**Supply network**

Pins as bars on the die edge. Tap cells in grey.
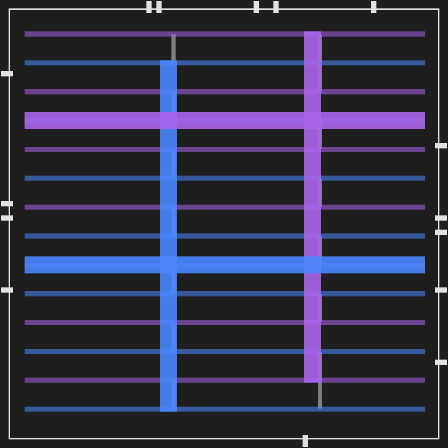
**Placed cells, one colour a class**

Scale bar: 10 microns.
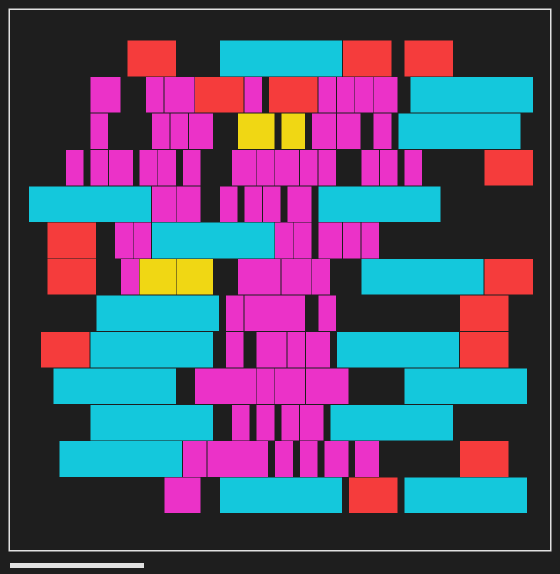
`src/rtl/switch_debouncer.sv`:
```
// Two-flop synchroniser plus debounce FSM: turns a raw, possibly bouncing switch level
// into a clean level, one-cycle rise/fall pulses and a wrapping count of accepted rises.
//
//   state     | meaning
//   ----------+---------------------------------------------------------------
//   IDLE_LOW  | clean level is 0, waiting for sync2 to go high
//   WAIT_HIGH | sync2 high, qualifying; cnt counts stable cycles before accept
//   IDLE_HIGH | clean level is 1, waiting for sync2 to go low
//   WAIT_LOW  | sync2 low, qualifying; cnt counts stable cycles before accept
module switch_debouncer #(
    parameter int DEBOUNCE_CYCLES = 4,
    parameter int COUNT_WIDTH     = 8
) (
    input  logic                   clock,
    input  logic                   reset_n,
    input  logic                   switch,
    input  logic                   count_clear,
    output logic                   switch_clean,
    output logic                   rise_pulse,
    output logic                   fall_pulse,
    output logic [COUNT_WIDTH-1:0] toggle_count
);

    localparam int CNT_W = ($clog2(DEBOUNCE_CYCLES) < 1) ? 1 : $clog2(DEBOUNCE_CYCLES);
    localparam logic [CNT_W-1:0] CNT_LAST = CNT_W'(DEBOUNCE_CYCLES - 1);

    typedef enum logic [1:0] {
        IDLE_LOW  = 2'd0,
        WAIT_HIGH = 2'd1,
        IDLE_HIGH = 2'd2,
        WAIT_LOW  = 2'd3
    } state_t;

    state_t           state;
    state_t           state_next;
    logic [CNT_W-1:0] cnt;
    logic [CNT_W-1:0] cnt_next;
    logic             sync1;
    logic             sync2;
    logic             clean_next;
    logic             rise_next;
    logic             fall_next;

    always_ff @(posedge clock or negedge reset_n) begin
        if (!reset_n) begin
            sync1 <= 1'b0;
            sync2 <= 1'b0;
        end else begin
            sync1 <= switch;
            sync2 <= sync1;
        end
    end

    always_ff @(posedge clock or negedge reset_n) begin
        if (!reset_n) begin
            state        <= IDLE_LOW;
            cnt          <= '0;
            switch_clean <= 1'b0;
            rise_pulse   <= 1'b0;
            fall_pulse   <= 1'b0;
        end else begin
            state        <= state_next;
            cnt          <= cnt_next;
            switch_clean <= clean_next;
            rise_pulse   <= rise_next;
            fall_pulse   <= fall_next;
        end
    end

    // Any abort drops cnt back to zero so qualification never resumes mid-count.
    always_comb begin
        state_next = state;
        cnt_next   = cnt;
        clean_next = switch_clean;
        rise_next  = 1'b0;
        fall_next  = 1'b0;
        case (state)
            IDLE_LOW: begin
                cnt_next = '0;
                if (sync2) state_next = WAIT_HIGH;
            end
            WAIT_HIGH: begin
                if (!sync2) begin
                    state_next = IDLE_LOW;
                    cnt_next   = '0;
                end else if (cnt == CNT_LAST) begin
                    state_next = IDLE_HIGH;
                    cnt_next   = '0;
                    clean_next = 1'b1;
                    rise_next  = 1'b1;
                end else begin
                    cnt_next = cnt + CNT_W'(1);
                end
            end
            IDLE_HIGH: begin
                cnt_next = '0;
                if (!sync2) state_next = WAIT_LOW;
            end
            WAIT_LOW: begin
                if (sync2) begin
                    state_next = IDLE_HIGH;
                    cnt_next   = '0;
                end else if (cnt == CNT_LAST) begin
                    state_next = IDLE_LOW;
                    cnt_next   = '0;
                    clean_next = 1'b0;
                    fall_next  = 1'b1;
                end else begin
                    cnt_next = cnt + CNT_W'(1);
                end
            end
            default: begin
                state_next = IDLE_LOW;
                cnt_next   = '0;
            end
        endcase
    end

    // Clear takes priority over a coincident rise.
    always_ff @(posedge clock or negedge reset_n) begin
        if (!reset_n) begin
            toggle_count <= '0;
        end else if (count_clear) begin
            toggle_count <= '0;
        end else if (rise_next) begin
            toggle_count <= toggle_count + COUNT_WIDTH'(1);
        end
    end

endmodule
```
`config.mk`:
```
export PLATFORM = sky130hd
export DESIGN_NAME = switch_debouncer
export DESIGN_NICKNAME = d
export VERILOG_FILES = /design/src/rtl/switch_debouncer.sv
export SDC_FILE = /design/constraint.sdc
export NUM_CORES = 1
export LEC_CHECK = 0
export ABC_AREA = 1
export CORE_MARGIN = 1
export CORE_UTILIZATION = 52
export CTS_CLUSTER_SIZE = 30
export DETAILED_ROUTE_END_ITERATION = 7
export GPL_TIMING_DRIVEN = 1
export PLACE_DENSITY = 0.91
export SYNTH_ARGS = -nofsm -noshare
export SYNTH_HDL_FRONTEND = slang
export SYNTH_SLANG_ARGS = --single-unit
```
`constraint.sdc`:
```
create_clock -name clock -period 3.5 [get_ports clock]
set_clock_uncertainty 0.15 [all_clocks]
set_input_delay 0.7 -clock clock [delete_from_list [all_inputs] [get_ports clock]]
set_output_delay 0.7 -clock clock [all_outputs]
set_load 0.005 [all_outputs]
```
==> ci_impl_report.md <==
## Synthesis and layout report

| Metric | Value |
|---|---|
| Status | finished clean |
| Num ports | 15 |
| Hold-fix buffers, CTS | 0 |
| Via-per-instance ratio | 5.18 |
| CTS tree | built |
| Crit-path max FO | 6 |
| Post-synth top cells | 18 x nand2_1, 17 x dfrtp_1, 15 x nor2_1 |
| Global-route wire length before repair | 2190 microns |
| DR DRC count | 0 |
| Final ANT Viol Nets | 0 |
| Cells after synthesis | around 86 |
| First-pass detailed-route iteration total | 4 |
| Congestion Overflow GR | 0 |
| Setup TNS | 0 ns |
| Max-area cell share | 55.6% |
| Clk latency late pin | 0.29 ns |
| Worst path max stage delay | between 0.5 and 0.6 ns |
| Hold Startpoint | sync1 |
| Port buffer count | 14 |
| Clock buffer depth | 2 |
| Number of cells in Yosys stat | between 80 and 90 |
| Setup violations, final | 0 |
| Fmax | 0.469 GHz |
| Nets | between 100 and 150 |
| Internal reg-to-reg setup slack | about 1.9 ns |
| Critical path data arrival time | between 1 and 1.5 ns |
| Synthesis-to-finish area growth | 22.9% |
| Wire per inst | 11.3 microns |
| CTS resizes | 0 |
| Largest net degree at the start of global routing | 18 |
| GRT Overall Usage | 20.6% |
| Starting DRT DRC Count | 16 |
| Clock sink count | 17 |
| RSZ-0062 raised after global routing | false |
| Post-Synthesis Cell Area | approximately 760 sq um |
| Largest cells by area | dfrtp_1 56%, nand2_1 8.8%, nor2_1 7.4% |
| Unique masters post-synth | 17 |
| Syn nets | 93 |
| Ys flop type | dfrtp_1 |
| P per Cell Area | 433 nW/um^2 |
| Cell Chain, Critical Path | clkdlybuf4s50_1 |
| Synth area leader | dfrtp_1 |
| CP required | 2.65 ns |
| Comb area | 298 sq um |
| Fillers | between 100 and 150 |
| GPL Wtd Cong | a little under 0.8 |
| DP Area | just over 900 sq um |
| Worst Setup EP | toggle_count[2] |
| EDFF count, synth | 0 |
| Post-synth regs | 17 |
| Delay-heaviest family, CP | buffers and inverters |
| FFs w/ async S/R, synth | 100% |
| Element type at the critical path end | output pin |
| WS Path Type | register to output pin |
| Post-CTS setup buffers | 0 |
| Area reported by Yosys stat | 764 sq um |
| Routed wire length | 1330 microns |
| Hold Path Depth | 0 |
| Slew margin rel. | 52.0% |
| Tool warnings | 27 |
| Root buffer selected by CTS | clkbuf_4 |
| Reg-to-Reg End | toggle_count[4] |
| Reg-to-reg startpoint | cnt[0] |
| Register area | 425 sq um |
| Final hold violation count | 0 |
| Reported max-cap violation count | 0 |
| Die Area | 1630 sq um |
| Critical Path Stages | 1 |
| Crit. Startpoint | toggle_count[2] |
| Initial Utilization | between 50% and 60% |
| Worst reg-to-reg path cell count | 6 |
| Top-count cell post-synth | nand2_1 |
| Slowest CP cell | clkdlybuf4s50_1 |
| Yosys warns | 0 |
| Dpl hpwl | around 970 microns |
| # diodes | 0 |
| Pins Over Slew Limit | 0 |
| Syn avg cell area | 8.89 sq um |
| Worst Tran Pin Value | 0.718 ns |
| Vias | approximately 600 |
| Buf/Inv on CP | 1 |
| Pre-CTS setup slack | 1.63 ns |
| Hold Path Class | register to register |
| Final WS setup | between 1 and 1.5 ns |
| CTS Buf Count | 3 |
| CP Launch Type | register |
| Tcrit/Tclk final | 61.0% |
| Final min period | 2.13 ns |
| Vias in the first global route | 496 |
| H-tree lvl count | 1 |
| Initial antenna violation count | 0 |
| Clock slew at reported path FFs | 0.10 ns |
| Hold Path End | sync2 |
| Layout cells sized above 1 | 6.80% |
| Post-synth seq share | between 50 and 60% |
| Leak | 0.000430 uW |
## Picture notes: 'supply network'
- VSS: blue
- VDD: purple
- rows: 13
- signal pins: 15
- met1 rails: 14
die height: 40.3 microns
Max VDD drop: 0.273 mV
Die Wd: 40.3 microns

## Picture notes: 'placed cells, one colour a class'
- other buffers and delay cells: red (cells 14; share of their area 15%)
- all other logic: magenta (cells 68; share of their area 36%)
- clock drivers and dummy loads: yellow (cells 4; share of their area 3.0%)
- flip-flops: cyan (cells 17; share of their area 46%)
fraction of area in registers: 45.3%
Core Area: 1330 sq um
final cell area excluding filler cells: 940 sq um
Final Util: 70.5%
Rows: 13

==> cell families after synthesis <==
family / count (synthesis) / synth area share, %
buf+inv: 9 / 5.40
simple gates: 46 / 25.9
fa+ha+maj: 3 / 4.91
xor+xnor: 1 / 1.15
flops: 17 / 55.6
compound gates: 10 / 7.04
==> cell usage in the layout, fill, tap and decap left out, drive strengths merged <==
cell type,count
inv,7
nand2,19
nor2,16
a21oi,3
nand4,3
nor3b,1
clkbuf,3
xnor2,1
o21ai,7
dfrtp,17
clkinv,2
nor3,2
clkdlybuf4s50,14
nand3,5
ha,3
==> through the flow <==
| stage | power (uW) | std cells | utilization (%) | hold WS, ns |
|---|---|---|---|---|
| final | 406 | 118 | 70.5 | 0.213 |
| after global placement | 303 | 114 | 68.4 | 0.182 |
| after CTS | 408 | 118 | 70.5 | 0.217 |
| after detailed placement | 307 | 114 | 68.4 | 0.194 |
| after global routing | 431 | 118 | 70.5 | 0.232 |
| after floorplan | 279 | 86 | - | 0.181 |
==> final cells by class <==
cell class / instances / share of cell area (%)
multi-input combinational: 60 / 31.7
timing repair buffer: 14 / 14.9
clock buffer: 3 / 2.40
tap: 15 / 2.00
inverter: 8 / 3.20
sequential: 17 / 45.3
clock inverter: 1 / 0.533
==> metal layers <==
metal	up-vias	wire, microns	track usage (%)
li1	311	-	-
met4	0	25	10.0
met5	-	0	0
met3	4	57	3.33
met1	278	655	29.9
met2	18	590	29.4
==> sequential cells by signal, indices dropped and copies added, names as in the netlist, named ones only <==
name,count
toggle_count,8
sync2,1
sync1,1
fall_pulse,1
cnt,2
switch_clean,1
rise_pulse,1
state,1
==> power by group <==
group          leakage (uW)  switching (uW)  total (uW)  internal (uW)
combinational      0.000184            31.8        61.1           29.3
sequential         0.000229            19.4         240            221
clock             0.0000177            62.6         105           42.5
total              0.000430             114         406            293
Power is estimated from default activity; no workload was simulated.
